<file path="src/rtl/lane_merge_rr.sv">
// Round-robin merge of NUM_LANES valid/ready streams into one registered, lane-tagged output stream.
// Optional beat counter on the output handshake is enabled with LANE_MERGE_STATS_EN.

module lane_merge_hold #(
  parameter int DATA_W = 8
) (
  input  logic              clk,
  input  logic              rst_n,
  input  logic              in_valid,
  input  logic [DATA_W-1:0] in_data,
  input  logic              grant,
  output logic              hold_vld,
  output logic [DATA_W-1:0] hold_data
);
  // grant only arrives while hold_vld=1, so it never races a fresh accept
  always_ff @(posedge clk or negedge rst_n) begin
    if (!rst_n) begin
      hold_vld  <= 1'b0;
      hold_data <= '0;
    end else if (grant) begin
      hold_vld  <= 1'b0;
    end else if (in_valid && !hold_vld) begin
      hold_vld  <= 1'b1;
      hold_data <= in_data;
    end
  end
endmodule

module lane_merge_rr #(
  parameter  int NUM_LANES = 3,
  parameter  int DATA_W    = 8,
  localparam int LANE_W    = $clog2(NUM_LANES)
) (
  input  logic                        clk,
  input  logic                        rst_n,
  input  logic [NUM_LANES-1:0]        in_valid,
  input  logic [NUM_LANES*DATA_W-1:0] in_data,
  output logic [NUM_LANES-1:0]        in_ready,
  output logic                        out_valid,
  output logic [DATA_W-1:0]           out_data,
  output logic [LANE_W-1:0]           out_lane,
  input  logic                        out_ready
`ifdef LANE_MERGE_STATS_EN
  ,
  output logic [15:0]                 beat_cnt
`endif
);
  logic [NUM_LANES-1:0]             hold_vld;
  logic [NUM_LANES-1:0][DATA_W-1:0] hold_data;
  logic [NUM_LANES-1:0]             grant;
  logic [LANE_W-1:0]                rr_ptr;
  logic [LANE_W-1:0]                gnt_idx;
  logic                             gnt_any;
  logic                             advance;

  lane_merge_hold #(.DATA_W(DATA_W)) u_hold [NUM_LANES-1:0] (
    .clk      (clk),
    .rst_n    (rst_n),
    .in_valid (in_valid),
    .in_data  (in_data),
    .grant    (grant),
    .hold_vld (hold_vld),
    .hold_data(hold_data)
  );

  assign in_ready = ~hold_vld;
  assign advance  = ~out_valid | out_ready;

  // first held lane at or after rr_ptr, wrapping
  always_comb begin
    int                idx;
    logic [LANE_W-1:0] cand;
    gnt_any = 1'b0;
    gnt_idx = '0;
    idx     = 0;
    cand    = '0;
    for (int k = 0; k < NUM_LANES; k++) begin
      idx = int'(rr_ptr) + k;
      if (idx >= NUM_LANES) idx = idx - NUM_LANES;
      cand = LANE_W'(idx);
      if (!gnt_any && hold_vld[cand]) begin
        gnt_any = 1'b1;
        gnt_idx = cand;
      end
    end
  end

  always_comb begin
    grant = '0;
    for (int i = 0; i < NUM_LANES; i++)
      grant[i] = advance && gnt_any && (gnt_idx == LANE_W'(i));
  end

  always_ff @(posedge clk or negedge rst_n) begin
    if (!rst_n) begin
      out_valid <= 1'b0;
      out_data  <= '0;
      out_lane  <= '0;
      rr_ptr    <= '0;
    end else if (advance) begin
      out_valid <= gnt_any;
      if (gnt_any) begin
        out_data <= hold_data[gnt_idx];
        out_lane <= gnt_idx;
        rr_ptr   <= (gnt_idx == LANE_W'(NUM_LANES-1)) ? '0 : gnt_idx + 1'b1;
      end
    end
  end

`ifdef LANE_MERGE_STATS_EN
  always_ff @(posedge clk or negedge rst_n) begin
    if (!rst_n)
      beat_cnt <= '0;
    else if (out_valid && out_ready && beat_cnt != 16'hFFFF)
      beat_cnt <= beat_cnt + 16'd1;
  end
`endif
endmodule

</file>
<file path="config.mk">
export PLATFORM = sky130hd
export DESIGN_NAME = lane_merge_rr
export DESIGN_NICKNAME = d
export VERILOG_FILES = /design/src/rtl/lane_merge_rr.sv
export SDC_FILE = /design/constraint.sdc
export NUM_CORES = 1
export LEC_CHECK = 0
export CAP_MARGIN = 20
export CORE_UTILIZATION = 50
export DETAILED_ROUTE_END_ITERATION = 10
export PLACE_DENSITY_LB_ADDON = 0.05
export SKIP_CTS_REPAIR_TIMING = 1
export SYNTH_ARGS = -nofsm -noshare
export SYNTH_HDL_FRONTEND = slang
export SYNTH_SLANG_ARGS = --single-unit
</file>
<file path="constraint.sdc">
create_clock -name clk -period 2.9 [get_ports clk]
set_input_delay 0.58 -clock clk [delete_from_list [all_inputs] [get_ports clk]]
set_output_delay 0.58 -clock clk [all_outputs]
set_load 0.005 [all_outputs]
</file>
Fig. 1: run 1, the metal 1 layer
Scale: 6 px per µm. Supply wires on this layer in gray.
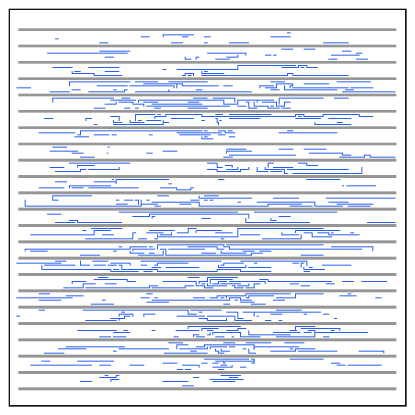
longest straight run: 22.1 µm
wire length on this layer: 1,950 µm
main direction: horizontal
nets with wire on the layer: 212
share of all routed wire: 45%
GR met1 Demand/Resource: 27.9%
Post-Route WL: 4.37 mm
vias post-DR: 1,480

Fig. 2: run 1, met2 routing
Scale: 4 px per µm.
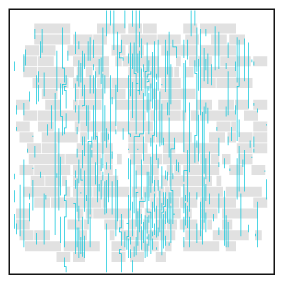
wire length on this layer: 2,100 µm
main direction: vertical

Fig. 3: run 1, signal wires on met3
Scale: 6 px per µm.
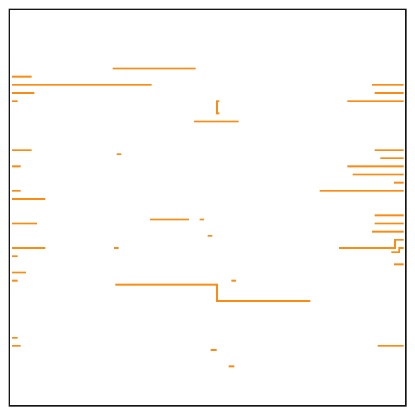
wire length on this layer: 214 µm
main direction: horizontal
nets with wire on the layer: 36
longest straight run: 23.0 µm
share of all routed wire: 4.9%

Fig. 4: run 1, met4 routing
Scale: 6 px per µm. Supply wires on this layer in gray.
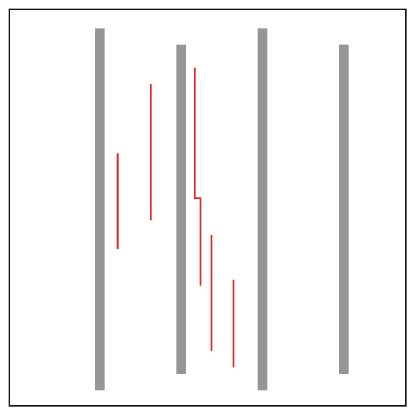
nets with wire on the layer: 5
longest straight run: 22.4 µm

==> impl_metrics.ini, run 1 <==
; flow metrics
[die]
io_pins = 44
initial_utilization_pct = 54.0

[cells_and_area]
mostFrequentLayoutCells = clkdlybuf4s50_1 (42), dfrtp_1 (40), mux2_2 (24)
final_layout_size_suffix_gt1_share_pct = 22.1
fillers = 270
area_delta_synth_final_pct = 27.1
seqCellArea_um2 = 1000
final-comb-area_um2 = 926
nonClkBufAreaFrac_pct = 17.3
largest_register = u_hold.hold_data
postLayoutCellArea_um2 = 2590
n_all_inverters = 17

[critical_path]
cp.arrival_ns = 2.74
regToRegEndpoint = out_data[1]
crit_buf_inv = 1
startpoint_type = register
cpPeakStageDelay_ns = 0.44
critPathMaxFanout = 9
worstSetupPathType = reg2reg

[timing]
max_slew_margin_pct = 41.9
final.period_utilization_pct = 89.3
finalSetupViolations = 0
rsz0062_at_grt = no
period_minus_slack_ns = 2.59

[placement]
place_area_um2 = 2500
place_ws_ns = 0.342
portBuffers = 43
hpwl_mm = 3.27

[synthesis]
synth_cell_types = 33
yosysCellCount = 176
synth_nets = 210
synth-area-yosys_um2 = 2040
flop_cell = dfrtp_1
common_cells = dfrtp_1 (40), mux2_2 (24), inv_1 (17)

[route]
met2_length_mm = 2.10
antenna_left = 0

[grt]
grt_use_met3_pct = 6.72
gr-usage-met2_pct = 39.3
antenna_found_initial = 0

[cts]
insertion_delay_ns = 0.30
htreeDepth = 2

[outcome]
status = finished, final reports clean
==> run 1: power breakdown <==
group | leakage, µW | switching, µW | internal (µW) | total (µW)
Clock | 0.0000510 | 190 | 190 | 380
Sequential | 0.000466 | 205 | 852 | 1060
Combinational | 0.000580 | 919 | 951 | 1870
Total | 0.00110 | 1310 | 1990 | 3310
==> run 1: cells by family (layout without fill, tap and decap cells) <==
| family | after synthesis | after routing | share of synthesized area (%) |
|---|---|---|---|
| compound gates | 46 | 46 | 19.6 |
| flops | 40 | 40 | 49.1 |
| mux | 27 | 27 | 14.7 |
| fa+ha+maj | 4 | 4 | 2.46 |
| simple gates | 34 | 34 | 8.59 |
| buf+inv | 25 | 71 | 5.46 |
==> run 2, diff against run 1 <==
--- a/config.mk
+++ b/config.mk
@@ -5,8 +5,9 @@
 export SDC_FILE = /design/constraint.sdc
 export NUM_CORES = 1
 export LEC_CHECK = 0
-export CAP_MARGIN = 20
-export CORE_UTILIZATION = 50
+export ABC_AREA = 1
+export CAP_MARGIN = 0
+export CORE_UTILIZATION = 45
 export DETAILED_ROUTE_END_ITERATION = 10
 export PLACE_DENSITY_LB_ADDON = 0.05
 export SKIP_CTS_REPAIR_TIMING = 1
==> constraint.sdc (replaced) <==
create_clock -name clk -period 2.15 [get_ports clk]
set_input_delay 0.43 -clock clk [delete_from_list [all_inputs] [get_ports clk]]
set_output_delay 0.43 -clock clk [all_outputs]
set_load 0.005 [all_outputs]
Fig. 5: run 2, cell outlines without signal wires
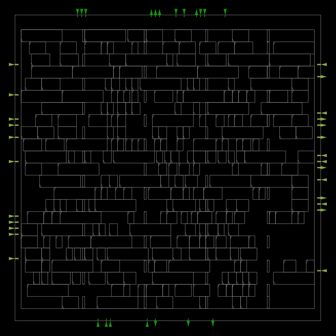
core area: 4120 µm²
Filler cells: 369

==> impl_metrics.ini, run 2 <==
; flow metrics
[synthesis]
synth-area-yosys_um2 = 1990
flop_cell = dfrtp_1
synth_nets = 256
synth_cell_types = 23
yosysCellCount = 222
mux_area_share_pct = 9.03
common_cells = nand2_1 (64), dfrtp_1 (40), nand3_1 (27)
xor_share_pct = 0

[grt]
antenna_found_initial = 0

[outcome]
status = finished, final reports clean

[timing]
final.period_utilization_pct = 93.4
period_minus_slack_ns = 2.01
max_slew_margin_pct = 66.6
rsz0062_at_grt = no

[cts]
insertion_delay_ns = 0.29
htreeDepth = 2

[critical_path]
regToRegEndpoint = u_hold[2].hold_vld
cpPeakStageDelay_ns = 0.40
worstSetupPathType = reg2reg
cp.arrival_ns = 2.17
crit_buf_inv = 3
startpoint_type = register

[die]
initial_utilization_pct = 48.5
die_area_um2 = 4700

[cells_and_area]
largest_register = u_hold.hold_data
mostFrequentLayoutCells = nand2_1 (64), clkdlybuf4s50_1 (42), dfrtp_1 (40)
area_delta_synth_final_pct = 30.8
final-comb-area_um2 = 938
postLayoutCellArea_um2 = 2610
seqCellArea_um2 = 1000
final_layout_size_suffix_gt1_share_pct = 19.6

[route]
vias = 1663
antenna_left = 0

[placement]
place_area_um2 = 2490
portBuffers = 43
place_ws_ns = 0.0877
hpwl_mm = 3.47
[run 2: area by class of cell]
class,instances,share of cell area [%]
inverter,14,2.11
clock inverter,2,0.480
clock buffer,5,2.64
multi-input combinational,165,36.0
timing repair buffer,49,18.0
sequential,40,38.4
tap,50,2.40
[run 2: cells by family (layout without fill, tap and decap cells)]
logic type,after synthesis,count (layout)
AOI/OAI and AO/OA,16,16
buffers and inverters,17,70
and+or+nand+nor,129,129
DFF,40,40
muxes,16,16
adders and majority gates,4,4
[run 2: per-layer routing]
layer  track usage [%]  wire length (µm)
met5                 0                 0
met2              32.1              2020
met3              3.95               175
met4              9.38                70
met1              30.8              2270
[run 2: power breakdown]
part / switching [µW] / internal [µW]
clock: 263 / 220
combinational: 1620 / 1160
sequential: 253 / 1150
==> run 3, diff against run 2 <==
--- a/config.mk
+++ b/config.mk
@@ -5,7 +5,7 @@
 export SDC_FILE = /design/constraint.sdc
 export NUM_CORES = 1
 export LEC_CHECK = 0
-export ABC_AREA = 1
+export ABC_AREA = 0
 export CAP_MARGIN = 0
 export CORE_UTILIZATION = 45
 export DETAILED_ROUTE_END_ITERATION = 10
Fig. 6: run 3, signal wires on met3
Scale: 6 px per µm.
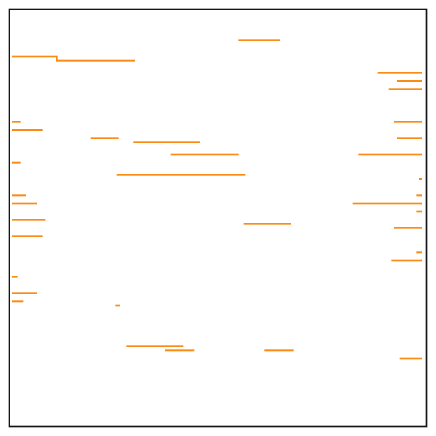
nets with wire on the layer: 30
share of all routed wire: 4.0%
wire length on this layer: 192 µm
main direction: horizontal
met3 Track Usage GR: 6.10%
vias post-DR: 1,552
Post-Route WL: 4.80 mm

==> impl_metrics.ini, run 3 <==
; flow metrics
[grt]
gr-usage-met2_pct = 32.9
grtUsageMet1_pct = 28.7

[outcome]
status = finished with violations
violations = setup timing

[power_and_ir_drop]
seq_power_uw = 1430
intPower_uw = 3400
share_seq_of_total_power_pct = 26.7
powerClk_uw = 667
pwr-share-comb_pct = 60.9
power_switching_uw = 1960
maxPowerGroup = combinational cells

[timing]
final.period_utilization_pct = 102
finalSetupViolations = 16
rsz0062_at_grt = yes
max_slew_margin_pct = 66.5
period_minus_slack_ns = 2.20
setup_slack_ns = -0.0520

[critical_path]
regToRegEndpoint = u_hold[0].hold_data[1]
startpoint_type = register
worstSetupPathType = reg2reg
cpPeakStageDelay_ns = 0.45

[cells_and_area]
area_dominant_class = logic gates
postLayoutCellArea_um2 = 2920
flops = 40
seqCellArea_um2 = 1000
nonClkBufAreaFrac_pct = 21.8
n_all_inverters = 17
seq_share_pct = 34.3
buffers = 68
mostFrequentLayoutCells = clkdlybuf4s50_1 (42), dfrtp_1 (39), buf_4 (23)
area_delta_synth_final_pct = 43.3
nMultiInputCombCells = 111
n_clock_buffer = 7
largest_register = u_hold.hold_data

[synthesis]
yosysCellCount = 176
flop_cell = dfrtp_1
synth-area-yosys_um2 = 2040
synth_cell_types = 33

[cts]
htreeDepth = 2

[die]
tap_cells = 52
core-area_um2 = 4350
initial_utilization_pct = 46.8

[placement]
hpwl_mm = 3.59
place_ws_ns = -0.134
portBuffers = 43

[route]
top_layer_used = met4
wl_met3_um = 191
antenna_left = 0
run 3: cell types whose count changed after synthesis, sizes merged, moves of 5 or more:
cell / before / now
nand2: 73 / 5
o32ai: 0 / 8
o22ai: 0 / 10
nor2b: 0 / 5
mux2: 16 / 24
nand3: 29 / 2
nor2: 21 / 13
run 3: critical path: cells and delay by family, from the launching register on:
family / cells / cell delay (ns)
mux: 1 / 0.30
flops: 1 / 0.45
simple gates: 2 / 0.48
compound gates: 2 / 0.35
buf+inv: 1 / 0.17
fa+ha+maj: 1 / 0.33
run 3: cell families after synthesis:
kind of cell / share of synthesized area [%]
AOI/OAI and AO/OA: 19.6
DFF: 49.1
and+or+nand+nor: 8.59
muxes: 14.7
buffers and inverters: 5.46
adders and majority gates: 2.46
Power figures rest on the tool's default switching activity, not on a simulated workload.
